--- config.mk ---
export PLATFORM = sky130hd
export DESIGN_NAME = wb_write_port
export DESIGN_NICKNAME = d
export VERILOG_FILES = /design/src/rtl/wb_write_port_pkg.sv /design/src/rtl/wb_fifo.sv /design/src/rtl/wb_write_port.sv
export SDC_FILE = /design/constraint.sdc
export NUM_CORES = 1
export LEC_CHECK = 0
export CORE_MARGIN = 3
export CORE_UTILIZATION = 54
export DETAILED_ROUTE_END_ITERATION = 7
export GPL_TIMING_DRIVEN = 1
export PLACE_DENSITY = 0.79
export SYNTH_ARGS = -nofsm -noshare
export SYNTH_HDL_FRONTEND = slang
export SYNTH_SLANG_ARGS = --single-unit
--- constraint.sdc ---
create_clock -name clk -period 3.6 [get_ports clk]
set_input_delay 0.72 -clock clk [delete_from_list [all_inputs] [get_ports clk]]
set_output_delay 0.72 -clock clk [all_outputs]
set_load 0.1 [all_outputs]
--- src/rtl/wb_write_port_pkg.sv ---
// Shared constants and types for the register-file write port.
// WORD_LEN / REG_FILE_ADDR_LEN / REG_FILE_SIZE mirror the core-wide defines;
// WB_DEPTH_DEFAULT is the default write-buffer depth.
package wb_write_port_pkg;

    localparam int WORD_LEN          = 32;
    localparam int REG_FILE_ADDR_LEN = 5;
    localparam int REG_FILE_SIZE     = 32;
    localparam int WB_DEPTH_DEFAULT  = 4;

    // One queued register-file write
    typedef struct packed {
        logic [REG_FILE_ADDR_LEN-1:0] dest;
        logic [WORD_LEN-1:0]          data;
    } wb_req_t;

    // Register 0 is hardwired; writes to it are dropped at the door
    function automatic logic dest_live(input logic [REG_FILE_ADDR_LEN-1:0] d);
        return d != '0;
    endfunction

endpackage

--- src/rtl/wb_fifo.sv ---
// In-order write buffer: storage, head/tail pointers and occupancy count.
// When WB_BYPASS_EN is defined it also searches all held entries (including
// the one currently on the write port) for the youngest match per read port.
module wb_fifo
    import wb_write_port_pkg::*;
#(
    parameter int DEPTH = WB_DEPTH_DEFAULT,
    localparam int PTR_W = $clog2(DEPTH),
    localparam int CNT_W = PTR_W + 1
) (
    input  logic                         clk,
    input  logic                         reset,
    input  logic                         push,
    input  logic [REG_FILE_ADDR_LEN-1:0] push_dest,
    input  logic [WORD_LEN-1:0]          push_data,
    input  logic                         pop,
    output logic [CNT_W-1:0]             count,
    output logic [REG_FILE_ADDR_LEN-1:0] head_dest,
    output logic [WORD_LEN-1:0]          head_data,
    output logic [REG_FILE_ADDR_LEN-1:0] next_dest,
    output logic [WORD_LEN-1:0]          next_data
`ifdef WB_BYPASS_EN
    ,
    input  logic [REG_FILE_ADDR_LEN-1:0] rd_addr1,
    input  logic [REG_FILE_ADDR_LEN-1:0] rd_addr2,
    output logic                         byp_hit1,
    output logic                         byp_hit2,
    output logic [WORD_LEN-1:0]          byp_data1,
    output logic [WORD_LEN-1:0]          byp_data2
`endif
);

    wb_req_t          mem [DEPTH];
    logic [PTR_W-1:0] head_ptr;
    logic [PTR_W-1:0] tail_ptr;

    // Entry storage is data-only, so it carries no reset
    always_ff @(posedge clk) begin
        if (push) mem[tail_ptr] <= '{dest: push_dest, data: push_data};
    end

    // Pointers wrap naturally at PTR_W bits; count tracks net push/pop
    always_ff @(posedge clk or negedge reset) begin
        if (!reset) begin
            head_ptr <= '0;
            tail_ptr <= '0;
            count    <= '0;
        end else begin
            if (push) tail_ptr <= tail_ptr + PTR_W'(1);
            if (pop)  head_ptr <= head_ptr + PTR_W'(1);
            case ({push, pop})
                2'b10:   count <= count + CNT_W'(1);
                2'b01:   count <= count - CNT_W'(1);
                default: count <= count;
            endcase
        end
    end

    // Head and the entry behind it, so the write port can advance every cycle
    always_comb begin
        head_dest = mem[head_ptr].dest;
        head_data = mem[head_ptr].data;
        next_dest = mem[head_ptr + PTR_W'(1)].dest;
        next_data = mem[head_ptr + PTR_W'(1)].data;
    end

`ifdef WB_BYPASS_EN
    // Walk oldest to youngest so the last match found is the youngest
    always_comb begin
        byp_hit1  = 1'b0;
        byp_hit2  = 1'b0;
        byp_data1 = '0;
        byp_data2 = '0;
        for (int i = 0; i < DEPTH; i++) begin
            if (CNT_W'(i) < count) begin
                if (rd_addr1 != '0 && mem[head_ptr + PTR_W'(i)].dest == rd_addr1) begin
                    byp_hit1  = 1'b1;
                    byp_data1 = mem[head_ptr + PTR_W'(i)].data;
                end
                if (rd_addr2 != '0 && mem[head_ptr + PTR_W'(i)].dest == rd_addr2) begin
                    byp_hit2  = 1'b1;
                    byp_data2 = mem[head_ptr + PTR_W'(i)].data;
                end
            end
        end
    end
`endif

endmodule

--- src/rtl/wb_write_port.sv ---
// Register-file write master. Arbitrates MEM (priority) over EX into an
// in-order buffer, drops writes to register 0, and drives one registered
// write per cycle. Optional decode bypass view under WB_BYPASS_EN.
module wb_write_port
    import wb_write_port_pkg::*;
#(
    parameter int DEPTH = WB_DEPTH_DEFAULT
) (
    input  logic                         clk,
    input  logic                         reset,
    input  logic                         ex_valid,
    output logic                         ex_ready,
    input  logic [REG_FILE_ADDR_LEN-1:0] ex_dest,
    input  logic [WORD_LEN-1:0]          ex_data,
    input  logic                         mem_valid,
    output logic                         mem_ready,
    input  logic [REG_FILE_ADDR_LEN-1:0] mem_dest,
    input  logic [WORD_LEN-1:0]          mem_data,
    output logic                         wr_en,
    output logic [REG_FILE_ADDR_LEN-1:0] wr_reg,
    output logic [WORD_LEN-1:0]          wr_data,
    output logic [$clog2(DEPTH):0]       pending
`ifdef WB_BYPASS_EN
    ,
    input  logic [REG_FILE_ADDR_LEN-1:0] rd_addr1,
    input  logic [REG_FILE_ADDR_LEN-1:0] rd_addr2,
    output logic                         byp_hit1,
    output logic                         byp_hit2,
    output logic [WORD_LEN-1:0]          byp_data1,
    output logic [WORD_LEN-1:0]          byp_data2
`endif
);

    localparam int CNT_W = $clog2(DEPTH) + 1;

    logic [CNT_W-1:0]             count;
    logic                         not_full;
    logic                         mem_fire;
    logic                         ex_fire;
    logic                         push;
    logic [REG_FILE_ADDR_LEN-1:0] push_dest;
    logic [WORD_LEN-1:0]          push_data;
    logic [REG_FILE_ADDR_LEN-1:0] head_dest;
    logic [WORD_LEN-1:0]          head_data;
    logic [REG_FILE_ADDR_LEN-1:0] next_dest;
    logic [WORD_LEN-1:0]          next_data;

    // Ready depends only on registered count, so a same-cycle drain never
    // reopens a full buffer. Dest-0 results still handshake, then vanish.
    always_comb begin
        not_full  = count < CNT_W'(DEPTH);
        mem_ready = not_full;
        ex_ready  = not_full && !mem_valid;
        mem_fire  = mem_valid && mem_ready;
        ex_fire   = ex_valid && ex_ready;
        push_dest = mem_fire ? mem_dest : ex_dest;
        push_data = mem_fire ? mem_data : ex_data;
        push      = (mem_fire || ex_fire) && dest_live(push_dest);
        pending   = count;
    end

    wb_fifo #(.DEPTH(DEPTH)) u_fifo (
        .clk       (clk),
        .reset     (reset),
        .push      (push),
        .push_dest (push_dest),
        .push_data (push_data),
        .pop       (wr_en),
        .count     (count),
        .head_dest (head_dest),
        .head_data (head_data),
        .next_dest (next_dest),
        .next_data (next_data)
`ifdef WB_BYPASS_EN
        ,
        .rd_addr1  (rd_addr1),
        .rd_addr2  (rd_addr2),
        .byp_hit1  (byp_hit1),
        .byp_hit2  (byp_hit2),
        .byp_data1 (byp_data1),
        .byp_data2 (byp_data2)
`endif
    );

    // The head stays counted while on the port and pops at the next edge;
    // if more entries wait behind it, the one after the head goes out next.
    always_ff @(posedge clk or negedge reset) begin
        if (!reset) begin
            wr_en   <= 1'b0;
            wr_reg  <= '0;
            wr_data <= '0;
        end else if (wr_en) begin
            wr_en <= count > CNT_W'(1);
            if (count > CNT_W'(1)) begin
                wr_reg  <= next_dest;
                wr_data <= next_data;
            end
        end else begin
            wr_en <= count != '0;
            if (count != '0) begin
                wr_reg  <= head_dest;
                wr_data <= head_data;
            end
        end
    end

endmodule

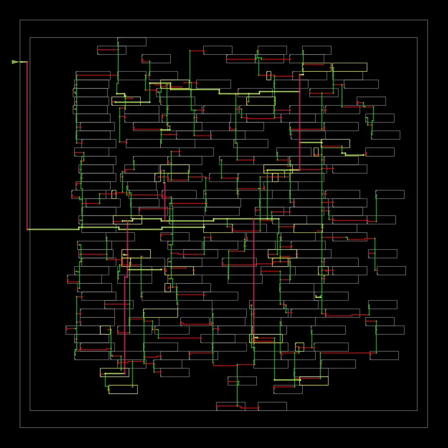
(run_1/clock_nets.png)
flop count: 193

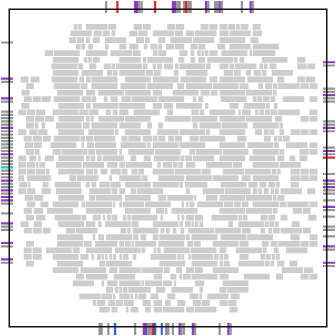
(run_1/pinout.png)
Pins as bars across the die edge, other pins in gray.
`mem_valid`: marked cyan, pins 1, direction input, edge west. `pending`: marked blue, pins 3, direction output, edge south. `wr_reg`: marked red, pins 5, direction output, edge 3 north, 1 south, 1 east. `mem_data`: marked purple, pins 32, direction input, edge 11 west, 9 east, 7 north, 5 south.
All pins by edge: 42 west, 32 east, 24 north, 23 south.
Die X: 131 um
IO buf count: 120
chip height: 131 um

==> flow_metrics.tcl, run 1 <==
# flow metrics
set metrics [dict create \
    yosys_area_sq_mm 0.00840 \
    post_drt_via_cell_ratio 6.46 \
    ant_nets 0 \
    hp-class "reg2reg" \
    rsz0062_at_grt "false" \
    antenna_found_initial 0 \
    async_flop_share_pct 23.3 \
    cts_tree "built" \
    worstSetupStartpointType "flop" \
    ios 121 \
    path_class "reg2reg" \
    gp_congestion 0.793 \
    overflow 0 \
    grt_max_degree 76 \
    cts_root_buffer "clkbuf_16" \
    wl_per_cell_um 22.5 \
    cts.hold.buffers_added 0 \
    grt_pass1_wl_um 30600 \
    dr.first_iter.drc_count 758 \
    ys_cells 587 \
    status "finished clean" \
    worst-slew-pin-transition_ps 1460 \
    drive_gt1_share_pct 18.6 \
    ys_warn_count 0 \
    layoutNonFillerInstCount 893 \
    ctsLongestPathBuffers 2 \
    fmax_mhz 347 \
    synth-main-ff-cell "edfxtp_1" \
    hold_depth 2 \
    fin_worst_skew_ps 8.52 \
    critical_path.cell_chain "nand2_1, o22ai_1, a21oi_1, a22o_1" \
    utilization_pct 69.5 \
    clk_pin_slew_ps 70 \
    rows 44 \
    end_kind "flop" \
    hold_viol_final 0 \
    drcViolationCount 0 \
    setup-violations-final 0 \
    numCtsBuffers 17 \
    worst-endpoint-required_ps 3920 \
    initCoreUtil_pct 56.5 \
    hpwl_um 12300 \
    first_global_vias 5791 \
    dpl.cell_count 862 \
    maxSlewHeadroom_pct 2.41 \
    netlist_area_sq_mm 0.00840 \
    syn_nets 674 \
    synth_cell_types 34 \
]
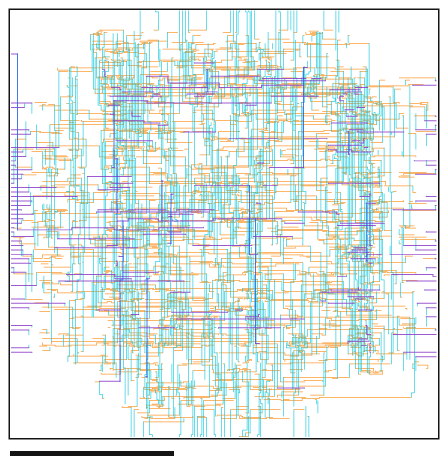
(run_1/layers.png)
Bar = 50 um.
M4: marked blue, wire length 344 um. M2: marked cyan, wire length 10100 um. M1: marked orange, wire length 8150 um. M3: marked purple, wire length 1530 um.
Total Wirelength: 20100 um
via count: 5767
GR Util All Layers: 23.8%

run 1: synthesized netlist by cell type, types with 8 or more instances:
cell type,instances,share of area (%)
mux2i_1,8,0.95
edfxtp_1,148,53
inv_1,12,0.54
a22o_1,29,3.0
nand2_1,18,0.80
o21ai_0,39,2.3
ha_1,9,1.3
a21oi_1,38,2.3
mux2_2,67,9.0
o221ai_1,29,3.0
o22ai_1,58,4.3
buf_2,19,1.1
dfrtp_1,45,13
clkbuf_1,21,0.94
run 1: area by class of cell:
class,count,area (sq um)
sequential,193,5570
fill,950,4540
multi-input combinational,336,2600
timing repair buffer,137,1320
clock buffer,21,450
tap,184,230
clock inverter,10,111
inverter,12,45.0
run 1: path summary, 6_finish.rpt:
check                      startpoint           to
max in group asynchronous       reset        wr_en
min in group asynchronous       reset  wr_data[16]
max                             wr_en   wr_data[2]
min reg2reg                 wr_reg[3]    wr_reg[3]
max reg2reg                     wr_en   wr_data[2]
min                         wr_reg[3]    wr_reg[3]
run 1: metal layers:
metal | GRT usage, % | wire length, um
met2 | 39.5 | 10100
met5 | 0 | 0
met3 | 5.16 | 1530
met4 | 8.23 | 344
met1 | 31.5 | 8150
run 1: stage by stage:
step / cell area (sq um) / worst slack (ps) / hold slack (ps)
floorplan: 8400 / 427 / 424
global placement: 9760 / 681 / 478
detailed placement: 9760 / 596 / 480
CTS: 10300 / 845 / 502
global route: 10300 / 707 / 523
finish: 10300 / 717 / 500
run 1: cell usage in the layout (no fill, tap or decap), types with 4 or more instances in the layout:
cell type	Yosys	layout
o31ai_1	7	7
o22ai_1	58	58
nor2_1	6	6
edfxtp_1	148	148
mux2_2	67	67
clkdlybuf4s50_1	0	112
clkbuf_16	0	17
xnor2_1	4	4
ha_1	9	9
and2_2	0	4
mux2i_1	8	8
a21oi_1	38	38
nand2_1	18	18
buf_4	4	23
inv_1	12	12
o21ai_0	39	39
a22o_1	29	29
dfrtp_1	45	42
o221ai_1	29	29
run 1: critical path: cells and delay by family (launching register included):
kind | cells | cell delay, ps
AOI/OAI and AO/OA | 3 | 910
and+or+nand+nor | 1 | 1020
DFF | 1 | 810
run 1: cells by family after synthesis:
| logic type | synth area share, % |
|---|---|
| compound gates | 16.4 |
| flops | 66.3 |
| mux | 10.1 |
| buf+inv | 3.05 |
| simple gates | 2.28 |
| fa+ha+maj | 1.34 |
| xor+xnor | 0.521 |
==> run 2: changes to the inputs <==
- CORE_UTILIZATION: 54 -> 49
- PLACE_DENSITY: 0.79 -> 0.76
- clock period: 3.6 -> 2.35 ns (I/O delays scaled with it)
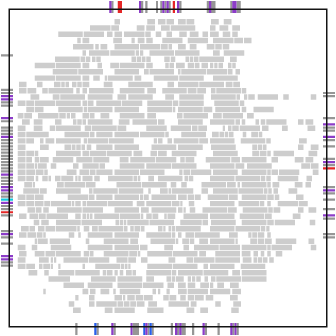
(run_2/pinout.png)
Pins as bars across the die edge, other pins in gray.
`mem_valid`: marked cyan, pins 1, direction input, edge west. `wr_reg`: marked red, pins 5, direction output, edge 3 north, 1 west, 1 east. `pending`: marked blue, pins 3, direction output, edge south. `mem_data`: marked purple, pins 32, direction input, edge 11 west, 8 south, 8 north, 5 east.
All pins by edge: 46 west, 28 south, 25 north, 22 east.
Die X: 137 um
chip height: 137 um

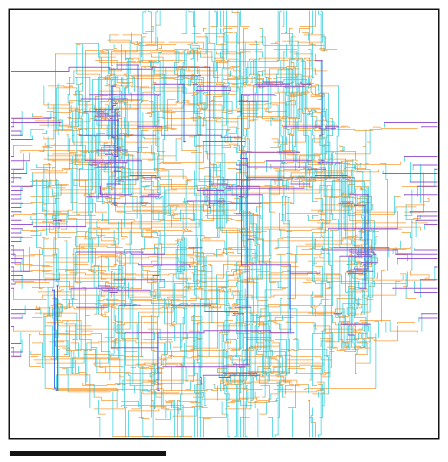
(run_2/layers.png)
Bar = 50 um.
M3: marked purple, wire length 1540 um. M1: marked orange, wire length 8210 um. M4: marked blue, wire length 457 um. M2: marked cyan, wire length 9500 um.
Total Wirelength: 19700 um
drt wl/cell: 20.9 um
via count: 5786
GR Util All Layers: 21.5%

==> flow_metrics.tcl, run 2 <==
# flow metrics
set metrics [dict create \
    status "finished clean" \
    overflow 0 \
    met1_usage_pct 29.4 \
    ant_nets 0 \
    critical_path.cell_chain "clkdlybuf4s50_1, nand2b_2, and3_1, a2111oi_4, inv_1, ha_1, buf_4, xnor2_1, o21ai_0" \
    place_area_sq_mm 0.00995 \
    layout_top_cells "edfxtp_1, clkdlybuf4s50_1, mux2_2" \
    clk_pin_slew_ps 60 \
    grt_max_degree 72 \
    async_flop_share_pct 23.3 \
    grt_pass1_wl_um 30700 \
    drive_gt1_share_pct 25.1 \
    numCtsBuffers 17 \
    yosysTopAreaCell "edfxtp_1" \
    top_cells_by_area "edfxtp_1, dfrtp_1, mux2_2, o22ai_1, a22o_1" \
    first_global_vias 5801 \
    end_kind "flop" \
    dp_worst_setup_slack_ps -255 \
    timing.rr.end "u_fifo.count[1]" \
    worst-path-buf-inv 3 \
    rows 47 \
    hpwl_um 12900 \
    gp_congestion 0.785 \
    synth_cell_types 34 \
    setup-violations-final 0 \
    ctsLongestPathBuffers 2 \
    layout_top_cell "edfxtp_1" \
    grt-busiest-layer "met2" \
    setup_slack_ps 212 \
    layoutNonFillerInstCount 944 \
    worst-slew-pin-transition_ps 747 \
    worstSetupStartpointType "primary input" \
    drcViolationCount 0 \
    finalInstanceArea_sq_mm 0.0105 \
    utilization_pct 63.0 \
    top_cells_by_count "edfxtp_1, mux2_2, o22ai_1" \
    initCoreUtil_pct 50.3 \
    fmax_mhz 468 \
]
-- run 2: netlist changes by cell type in the layout (fill, tap and decap cells not counted), moves of 2 or more --
| cell | delta |
|---|---|
| buf_4 | +39 |
| clkinv_1 | +3 |
| clkdlybuf4s50_1 | -36 |
| buf_12 | +10 |
| clkinv_2 | -2 |
-- run 2: stage by stage --
stage                     setup TNS (ps)
final                                  0
after global routing                   0
after CTS                              0
after detailed placement          -21890
after global placement             -8230
after floorplan                   -18770
-- run 2: cells by family (layout without fill, tap and decap cells) --
logic type      after synthesis  in the layout  synth area share, %
simple gates                 41             41                 2.28
mux                          76             76                 10.1
fa+ha+maj                     9              9                 1.34
flops                       193            193                 66.3
xor+xnor                      5              5                0.521
compound gates              205            205                 16.4
buf+inv                      58            195                 3.05
-- run 2: metal layers --
metal,routed length [um],vias to the layer above
li1,-,2601
met1,8210,2831
met2,9500,312
met4,456,0
met5,0,-
met3,1540,42
-- run 2: cell type report --
cell class | instances | area (sq um)
clock buffer | 21 | 460
multi-input combinational | 336 | 2600
sequential | 193 | 5580
tap | 220 | 275
fill | 1196 | 6170
inverter | 12 | 45.0
timing repair buffer | 151 | 1460
clock inverter | 11 | 113
-- run 2: worst max path at each step --
stage / slack, ps / to / from
2_1_floorplan: -130 / u_fifo.mem[0][0] / u_fifo.count[2]
3_3_place_gp: -90 / u_fifo.count[1] / mem_valid
3_5_place_dp: -260 / u_fifo.count[1] / mem_valid
4_1_cts: 200 / u_fifo.count[1] / mem_valid
5_1_grt: 80 / u_fifo.count[1] / mem_valid
6_report: 210 / u_fifo.count[1] / mem_valid
-- run 2: worst reg2reg max path: stages, from the launching register on --
cell and delay, ps:
dfrtp_2 400, nand2b_2 200, and3_1 180, a2111oi_4 420
inv_1 110, ha_1 230, buf_4 140, xnor2_1 160
o21ai_0 110
